<file path="src/rtl/uart_resp_encode.sv">
// uart_resp_encode: sends one response (cmd, addr, data) per handshake to the
// host as a 5-byte UART frame: HEADER, cmd, addr, data, checksum, where the
// checksum is (cmd + addr + data) mod 256. Bytes go out LSB first, with no
// idle time between bytes.
// Build option: define UART_PARITY_EN to add an even-parity bit after the data
// bits (8E1, 11 bits per byte). Without it the line format is 8N1.
module uart_resp_encode #(
  parameter int unsigned CLK_FREQ = 50000000,
  parameter int unsigned BAUD     = 115200,
  parameter logic [7:0]  HEADER   = 8'hA5
) (
  input  logic       clk_in,
  input  logic       rst_n,
  input  logic       resp_valid,
  output logic       resp_ready,
  input  logic [7:0] resp_cmd,
  input  logic [7:0] resp_addr,
  input  logic [7:0] resp_data,
  output logic       uart_tx,
  output logic       busy
);

  localparam int unsigned CLKS_PER_BIT = CLK_FREQ / BAUD;
  localparam int unsigned CNT_W        = (CLKS_PER_BIT < 4) ? 2 : $clog2(CLKS_PER_BIT);
  localparam logic [CNT_W-1:0] LAST_CNT  = CNT_W'(CLKS_PER_BIT - 1);
  localparam logic [2:0]       LAST_BYTE = 3'd4;

  // Reject baud settings too fast for the clock.
  if (CLKS_PER_BIT < 4) begin : g_bad_baud
    $error("uart_resp_encode: CLK_FREQ/BAUD must be at least 4");
  end

  typedef enum logic [2:0] {
    S_IDLE,
    S_START,
    S_DATA,
`ifdef UART_PARITY_EN
    S_PARITY,
`endif
    S_STOP
  } state_t;

  state_t           state, state_d;
  logic [CNT_W-1:0] baud_cnt, baud_cnt_d;
  logic [2:0]       bit_idx, bit_idx_d;
  logic [2:0]       byte_idx, byte_idx_d;
  logic             tx_q, tx_d;
  logic [7:0]       cmd_q, addr_q, data_q, sum_q;
  logic [7:0]       cur_byte;
  logic             tick, frame_done, accept;

  assign tick       = (baud_cnt == LAST_CNT);
  // The last clock of the final stop bit counts as the return to IDLE, so a
  // waiting response is taken on that edge and the next start bit follows
  // without any idle time on the line.
  assign frame_done = (state == S_STOP) && tick && (byte_idx == LAST_BYTE);
  assign resp_ready = (state == S_IDLE) || frame_done;
  assign accept     = resp_valid && resp_ready;
  assign busy       = (state != S_IDLE);
  assign uart_tx    = tx_q;

  // Select the byte currently on the wire.
  always_comb begin
    case (byte_idx)
      3'd0:    cur_byte = HEADER;
      3'd1:    cur_byte = cmd_q;
      3'd2:    cur_byte = addr_q;
      3'd3:    cur_byte = data_q;
      default: cur_byte = sum_q;
    endcase
  end

  // Next state, baud counter, bit/byte indices and next line level.
  always_comb begin
    // NOTE: every output gets a default first so no path leaves one unassigned (no latches).
    state_d    = state;
    baud_cnt_d = tick ? '0 : baud_cnt + CNT_W'(1);
    bit_idx_d  = bit_idx;
    byte_idx_d = byte_idx;
    tx_d       = tx_q;
    case (state)
      S_IDLE: begin
        baud_cnt_d = '0;
        tx_d       = 1'b1;
        if (accept) begin
          state_d    = S_START;
          byte_idx_d = '0;
          bit_idx_d  = '0;
          tx_d       = 1'b0;
        end
      end
      S_START: begin
        if (tick) begin
          state_d   = S_DATA;
          bit_idx_d = '0;
          tx_d      = cur_byte[0];
        end
      end
      S_DATA: begin
        if (tick) begin
          if (bit_idx == 3'd7) begin
`ifdef UART_PARITY_EN
            state_d = S_PARITY;
            tx_d    = ^cur_byte;
`else
            state_d = S_STOP;
            tx_d    = 1'b1;
`endif
          end else begin
            bit_idx_d = bit_idx + 3'd1;
            tx_d      = cur_byte[bit_idx + 3'd1];
          end
        end
      end
`ifdef UART_PARITY_EN
      S_PARITY: begin
        if (tick) begin
          state_d = S_STOP;
          tx_d    = 1'b1;
        end
      end
`endif
      S_STOP: begin
        if (tick) begin
          if (byte_idx != LAST_BYTE) begin
            state_d    = S_START;
            byte_idx_d = byte_idx + 3'd1;
            tx_d       = 1'b0;
          end else if (accept) begin
            state_d    = S_START;
            byte_idx_d = '0;
            bit_idx_d  = '0;
            tx_d       = 1'b0;
          end else begin
            state_d = S_IDLE;
            tx_d    = 1'b1;
          end
        end
      end
      default: begin
        state_d = S_IDLE;
        tx_d    = 1'b1;
      end
    endcase
  end

  // State register and registered line driver; reset drops any frame in flight.
  always_ff @(posedge clk_in or negedge rst_n) begin
    if (!rst_n) begin
      state    <= S_IDLE;
      baud_cnt <= '0;
      bit_idx  <= '0;
      byte_idx <= '0;
      tx_q     <= 1'b1;
    end else begin
      // NOTE: sequential state uses non-blocking assignments so all registers update together.
      state    <= state_d;
      baud_cnt <= baud_cnt_d;
      bit_idx  <= bit_idx_d;
      byte_idx <= byte_idx_d;
      tx_q     <= tx_d;
    end
  end

  // Capture the response and its checksum on accept; later input changes are ignored.
  always_ff @(posedge clk_in or negedge rst_n) begin
    if (!rst_n) begin
      cmd_q  <= '0;
      addr_q <= '0;
      data_q <= '0;
      sum_q  <= '0;
    end else if (accept) begin
      cmd_q  <= resp_cmd;
      addr_q <= resp_addr;
      data_q <= resp_data;
      sum_q  <= resp_cmd + resp_addr + resp_data;
    end
  end

endmodule
</file>
<file path="config.mk">
export PLATFORM = sky130hd
export DESIGN_NAME = uart_resp_encode
export DESIGN_NICKNAME = d
export VERILOG_FILES = /design/src/rtl/uart_resp_encode.sv
export SDC_FILE = /design/constraint.sdc
export NUM_CORES = 1
export LEC_CHECK = 0
export ABC_AREA = 1
export CAP_MARGIN = 20
export CORE_ASPECT_RATIO = 0.6
export CORE_MARGIN = 5
export CORE_UTILIZATION = 60
export CTS_BUF_LIST = sky130_fd_sc_hd__clkbuf_4
export DETAILED_ROUTE_END_ITERATION = 7
export GPL_TIMING_DRIVEN = 1
export HOLD_SLACK_MARGIN = 0.12
export PLACE_DENSITY = 0.83
export REMOVE_ABC_BUFFERS = 1
export SLEW_MARGIN = 20
export SYNTH_ARGS = -nofsm -noshare
export SYNTH_HDL_FRONTEND = slang
export SYNTH_SLANG_ARGS = --single-unit
export TNS_END_PERCENT = 100
</file>
<file path="constraint.sdc">
create_clock -name clk_in -period 2.9 [get_ports clk_in]
set_input_delay 0.58 -clock clk_in [delete_from_list [all_inputs] [get_ports clk_in]]
set_output_delay 0.58 -clock clk_in [all_outputs]
set_load 0.03 [all_outputs]
</file>
### A small window of the routed layout, run 1

Window x 36 to 66, y 18 to 48 µm. Cells in gray, sequential cells in the stronger gray; small squares are vias.
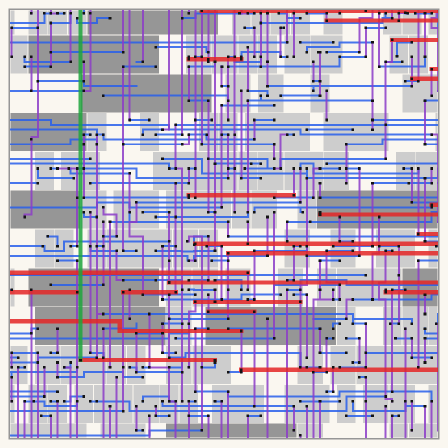
[M2] purple
[M4] green
[M3] red
[M1] blue
cells with their middle in the window: 95
netlist names of flops here include: `sum_q` (5), `byte_idx` (3)
sequential cells in the window: 9
most frequent: nand2_1 (20), inv_1 (13), nand3_1 (13)

### Metal layers overlaid, run 1

Drawn at 4 px/µm. Two of the layers only.
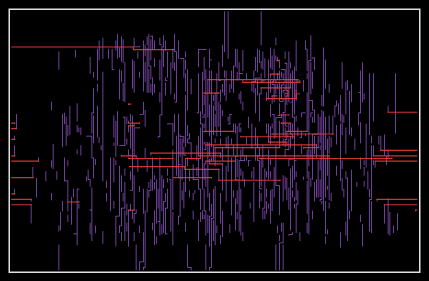
[M3] red | wire length: 451 µm
[M2] purple | wire length: 2840 µm
all-layer global routing usage: 22.2%
drt total wl: 6.72 mm
Via Count: 2602

==> run summary, run 1 <==
status - finished, final reports clean
Leakage - 1.82 nW
yosys cell count - 389
Reg clk slew, reported paths - 160 ps
VDD IR-drop max - 0.000246 V
Max Clk Rate - 376 MHz
Critical Path Fanout Max - 2
wire per inst - 13.8 µm
worst hold margin - 139 ps
CTS Buf Count - 5
max-slew violation count - 0
total grt overflow - 0
register area - 0.00125 mm²
# port buffers - 29
setup TNS - 0 ps
Final period util - 91.6%
Comb pwr share - 13.9%
# clock sinks - 50
ANT nets after route - 0
CTS max path bufs - 2
Setup Crit Path Kind - in -> reg
Total Power - 1.31 mW
Post-Place Setup Slack - -217 ps
Die W - 102 µm
critical path's top delay family - adder cells
P_int - 0.976 mW
min Tclk post-route - 2660 ps
yosys warns - 0
Final Hold Viols - 0
H-tree levels - 2
root buf cell - clkbuf_4
Power Dens Cells - 377 mW/mm²
number of diodes - 0
Synth flops - 50
nets@finish - 474
share of layout cells above drive strength 1 - 5.94%
placed cells - 479
maxcap violations - 0
dpl hpwl - 5.03 mm
WP data required - 3200 ps
floorplan row count - 20
routed vias/inst - 5.34
slack of the critical path - 244 ps
Post-Syn Area per Cell - 7.87 µm²
max_slew headroom - 66.6%
combinational gate area - 0.00159 mm²
fill cell count - 408
Tightest Pin Transition - 501 ps
area grow syn2layout - 13.5%
drt first-iter violations - 166
### Logic cells by family, run 1

Drawn at 4 px/µm.
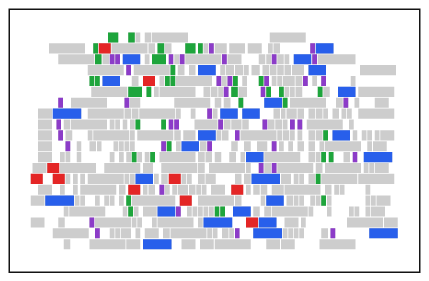
[inv cells] purple | cells: 43
[fa/ha/maj cells] blue | cells: 27
[nor cells] green | cells: 37
[xor and xnor cells] red | cells: 10
Commonest Layout Cell: nand2_1
combinational share of cell area: 45.7%
non-filler cells, final: 487

## run 1: flip-flops by register name, indices dropped and copies added, names as in the netlist
signal and flops:
sum_q 8, data_q 8, cmd_q 8, bit_idx 3
addr_q 8, baud_cnt 9, state 2, uart_tx 1
byte_idx 3
## run 1: layer usage
layer  part of all wire [%]  GRT usage [%]
met1                     50           32.7
met2                     42           32.9
met3                    6.7           5.62
met4                    1.1           4.91
met5                      0              0
## run 1: repair_timing
item                                    in CTS  in global routing
resized                                      1                  1
endpoints found under the setup margin       1                  1
cloned                                       0                  0
## run 1: cell type report
type,instances,share of cell area [%]
timing repair buffer,32,8.82
clock buffer,5,1.08
sequential,50,36.0
clock inverter,3,1.37
multi-input combinational,288,45.7
inverter,43,4.64
tap,66,2.37
## run 1: worst register-to-register path, cell delays in order, from the launching register on
cell     delay (ps)
dfrtp_1         450
inv_1           130
ha_1            260
nand2_1         110
inv_2           110
nand4_1         120
nand2_2         110
nand2_4         250
inv_2           460
nand2_1         110
o21ai_0          90
## run 1: Yosys cell counts, drive strengths merged
cell type	instances	area, µm²
inv	43	161
nand3	37	185
xor2	5	43.8
nand4	1	6.26
nor3b	2	15.0
o22ai	1	6.26
or2	1	6.26
dfrtp	49	1230
a21oi	14	85.1
xnor2	5	43.8
nor3	6	40.0
dfstp	1	26.3
o21ai	26	134
fa	8	160
nand2	133	509
buf	8	60.1
nand3b	1	7.51
ha	19	238
nor2	29	109
## run 1: cell usage in the layout (no fill, tap or decap), types with 2 or more instances in the layout
cell type	instances
nand2_1	131
dfrtp_1	49
inv_1	39
nand3_1	37
nor2_1	29
clkdlybuf4s50_1	27
o21ai_0	19
ha_1	19
a21oi_1	12
fa_1	8
o21ai_1	6
xor2_1	5
xnor2_1	5
clkbuf_4	5
inv_2	4
nor3_1	4
buf_4	3
nor3_2	2
nor3b_1	2
inv_6	2
## run 1: power by group through the flow
stage,clock network [mW],logic (mW),registers [mW]
floorplan,0,0.0905,0.711
global placement,0,0.175,0.710
detailed placement,0,0.180,0.710
CTS,0.444,0.183,0.698
global route,0.469,0.207,0.698
finish,0.432,0.182,0.698
## run 1: final timing paths
path | from | cells after the start | slack (ps) | endpoint
min reg2reg | addr_q[4]$_DFFE_PN0P_ | 2 | 500 | addr_q[4]$_DFFE_PN0P_
max reg2reg | byte_idx[0]$_DFFE_PN0P_ | 10 | 640 | addr_q[1]$_DFFE_PN0P_
max | resp_cmd[1] | 11 | 240 | sum_q[7]$_DFFE_PN0P_
min | rst_n | 1 | 140 | data_q[0]$_DFFE_PN0P_
min in group clk_in | addr_q[4]$_DFFE_PN0P_ | 2 | 500 | addr_q[4]$_DFFE_PN0P_
max in group asynchronous | rst_n | 2 | 1960 | uart_tx$_DFFE_PN1P_
## run 1: cells by family after synthesis
kind of cell | Yosys count | share of synthesized area [%]
xor+xnor | 10 | 2.86
fa+ha+maj | 27 | 13.0
compound gates | 41 | 7.35
simple gates | 210 | 28.7
flops | 50 | 40.9
buf+inv | 51 | 7.23
### Routed metal per tile, run 1

Drawn at 3 px/µm. The die is cut into 20 by 13 equal tiles; dark purple is low, yellow is high, scaled to the fullest tile. Values are wire area over tile area, all layers added.
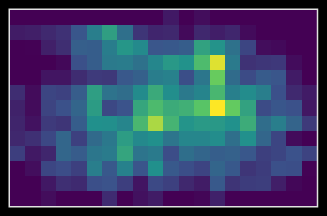

## Run 2: what changed since run 1
--- a/config.mk
+++ b/config.mk
@@ -9,12 +9,12 @@
 export CAP_MARGIN = 20
 export CORE_ASPECT_RATIO = 0.6
 export CORE_MARGIN = 5
-export CORE_UTILIZATION = 60
+export CORE_UTILIZATION = 55
 export CTS_BUF_LIST = sky130_fd_sc_hd__clkbuf_4
 export DETAILED_ROUTE_END_ITERATION = 7
 export GPL_TIMING_DRIVEN = 1
 export HOLD_SLACK_MARGIN = 0.12
-export PLACE_DENSITY = 0.83
+export PLACE_DENSITY = 0.77
 export REMOVE_ABC_BUFFERS = 1
 export SLEW_MARGIN = 20
 export SYNTH_ARGS = -nofsm -noshare
==> constraint.sdc (replaced) <==
create_clock -name clk_in -period 2.7 [get_ports clk_in]
set_input_delay 0.54 -clock clk_in [delete_from_list [all_inputs] [get_ports clk_in]]
set_output_delay 0.54 -clock clk_in [all_outputs]
set_load 0.03 [all_outputs]
### Routed metal per tile, run 2

Drawn at 2 px/µm. The die is cut into 21 by 14 equal tiles; dark purple is low, yellow is high, scaled to the fullest tile. Values are wire area over tile area, all layers added.
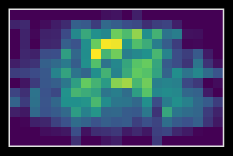
nearly empty tiles: 21%
tiles over half the peak: 16%
fullest tile: 0.56
emptiest ninth of the die: top left
mean over tiles: 0.15
Via Count: 2586
all-layer global routing usage: 21.4%
wire per inst: 14.0 µm
drt total wl: 6.90 mm

### Cell placement, run 2

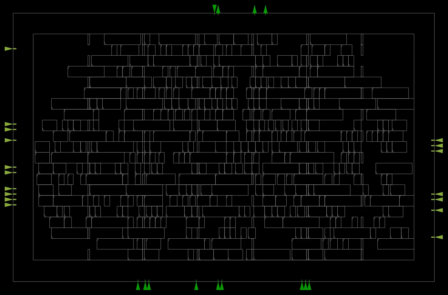
Flops: 50
floorplan row count: 21
Seq area share: 35.7%

### A small window of the routed layout, run 2

Window x 38 to 68, y 19 to 49 µm. Cells in gray, sequential cells in the stronger gray; small squares are vias.
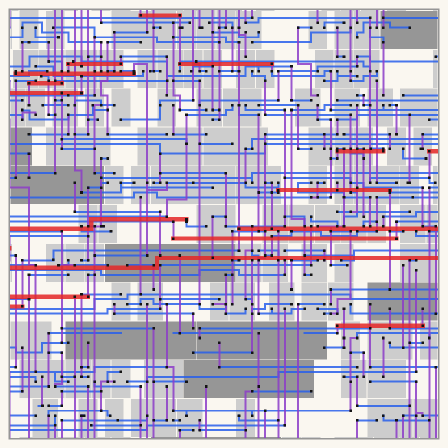
[M1] blue
[M2] purple
[M3] red
netlist names of flops here include: `sum_q` (4)
cells with their middle in the window: 99
sequential cells in the window: 6
most frequent: nand2_1 (20), nand3_1 (17), inv_1 (13)

==> run 2 against run 1 <==
Compared with the run above:
- sequential share of layout area fell by 0.36 points
- cell count rose by 1.4%
- sequential power rose by 7.3%
- clock skew barely moved
- synthesized cell count did not move
- sequential cell count did not move
- combinational power rose by 16%
- non-clock buffer count rose by 4
- final area rose by 1.0%
- highest routed layer unchanged
==> run summary, run 2 <==
# clock sinks - 50 (unchanged)
top-count cell post-synth - nand2_1
max-slew violation count - 0 (unchanged)
Synth flops - 50 (unchanged)
Max Clk Rate - 383 MHz
Final Hold Viols - 0 (unchanged)
Mux cell area share - 0% (unchanged)
status - finished, final reports clean
VDD IR-drop max - 0.000183 V (-26%)
number of diodes - 0 (unchanged)
Power Dens Cells - 406 mW/mm² (+7.5%)
Final period util - 96.8%
drt first-iter violations - 269 (+62%)
ao+oa area frac - 7.35% (unchanged)
Post-synth EDFFs - 0 (unchanged)
WP data required - 2160 ps (-1040 ps)
share of layout cells above drive strength 1 - 7.29% (+1.4 points)
root buf cell - clkbuf_4
Commonest Layout Cell - nand2_1
cell accounting for the most synthesized area - dfrtp_1
Resize count post-CTS - 1 (unchanged)
max_slew headroom - 57.9% (-8.7 points)
==> run 2: cell count changes in the layout (fill, tap and decap cells not counted) <==
cell      before  now
buf_4          3    7
clkbuf_4       5    7
o21ai_1        6    5
inv_1         39   38
inv_6          2    0
o21ai_2        1    2
inv_2          4    5
==> run 2: cell families after synthesis <==
kind of cell,count (synthesis)
adders and majority gates,27
AOI/OAI and AO/OA,41
and+or+nand+nor,210
DFF,50
xor gates and xnor gates,10
buffers and inverters,51
==> run 2: through the flow <==
step	setup WS (ps)	utilization [%]	std cells	hold WS, ps
5_1_grt	0.661	64.0	494	281
3_5_place_dp	-383	62.4	486	465
2_1_floorplan	279	-	381	244
4_1_cts	21.0	63.9	494	272
6_report	86.0	64.0	494	229
3_3_place_gp	-341	62.4	486	465
==> run 2: cell type report <==
class / count / area (µm²)
Fill cell: 461 / 1980
Multi-Input combinational cell: 288 / 1590
Sequential cell: 50 / 1250
Timing Repair Buffer: 36 / 337
Inverter: 43 / 161
Tap cell: 69 / 86.3
Clock buffer: 7 / 52.6
Clock inverter: 1 / 30.0
==> run 2: path summary, 6_finish.rpt <==
kind,start,endpoint,slack (ps),depth (start not counted)
setup / recovery,byte_idx[0]$_DFFE_PN0P_,resp_ready,90,7
hold / removal,rst_n,data_q[2]$_DFFE_PN0P_,230,2
setup reg to reg,byte_idx[0]$_DFFE_PN0P_,uart_tx$_DFFE_PN1P_,650,11
hold reg to reg,data_q[6]$_DFFE_PN0P_,data_q[6]$_DFFE_PN0P_,500,2
max in group asynchronous,rst_n,baud_cnt[3]$_DFF_PN0_,2040,2
min in group clk_in,data_q[6]$_DFFE_PN0P_,data_q[6]$_DFFE_PN0P_,500,2
==> run 2: worst max-delay path, stage by stage, from the launching register on <==
cell and delay [ps]:
dfrtp_1 450, inv_1 120, ha_1 270, nand2_1 120
inv_2 110, nand4_1 120, nand2_2 110, dlygate4sd2_1 400
==> run 2: routing by layer <==
layer	GRT usage (%)	wire, µm	vias to the layer above
met2	30.4	2860	80
met5	0	0	-
met3	5.54	429	5
li1	-	-	1299
met4	4.20	52	0
met1	32.7	3560	1202
==> run 2: power breakdown <==
group | internal, mW | switching, mW
logic | 0.110 | 0.101
clock network | 0.217 | 0.249
registers | 0.749 | 0
Power and IR drop assume default switching activity.
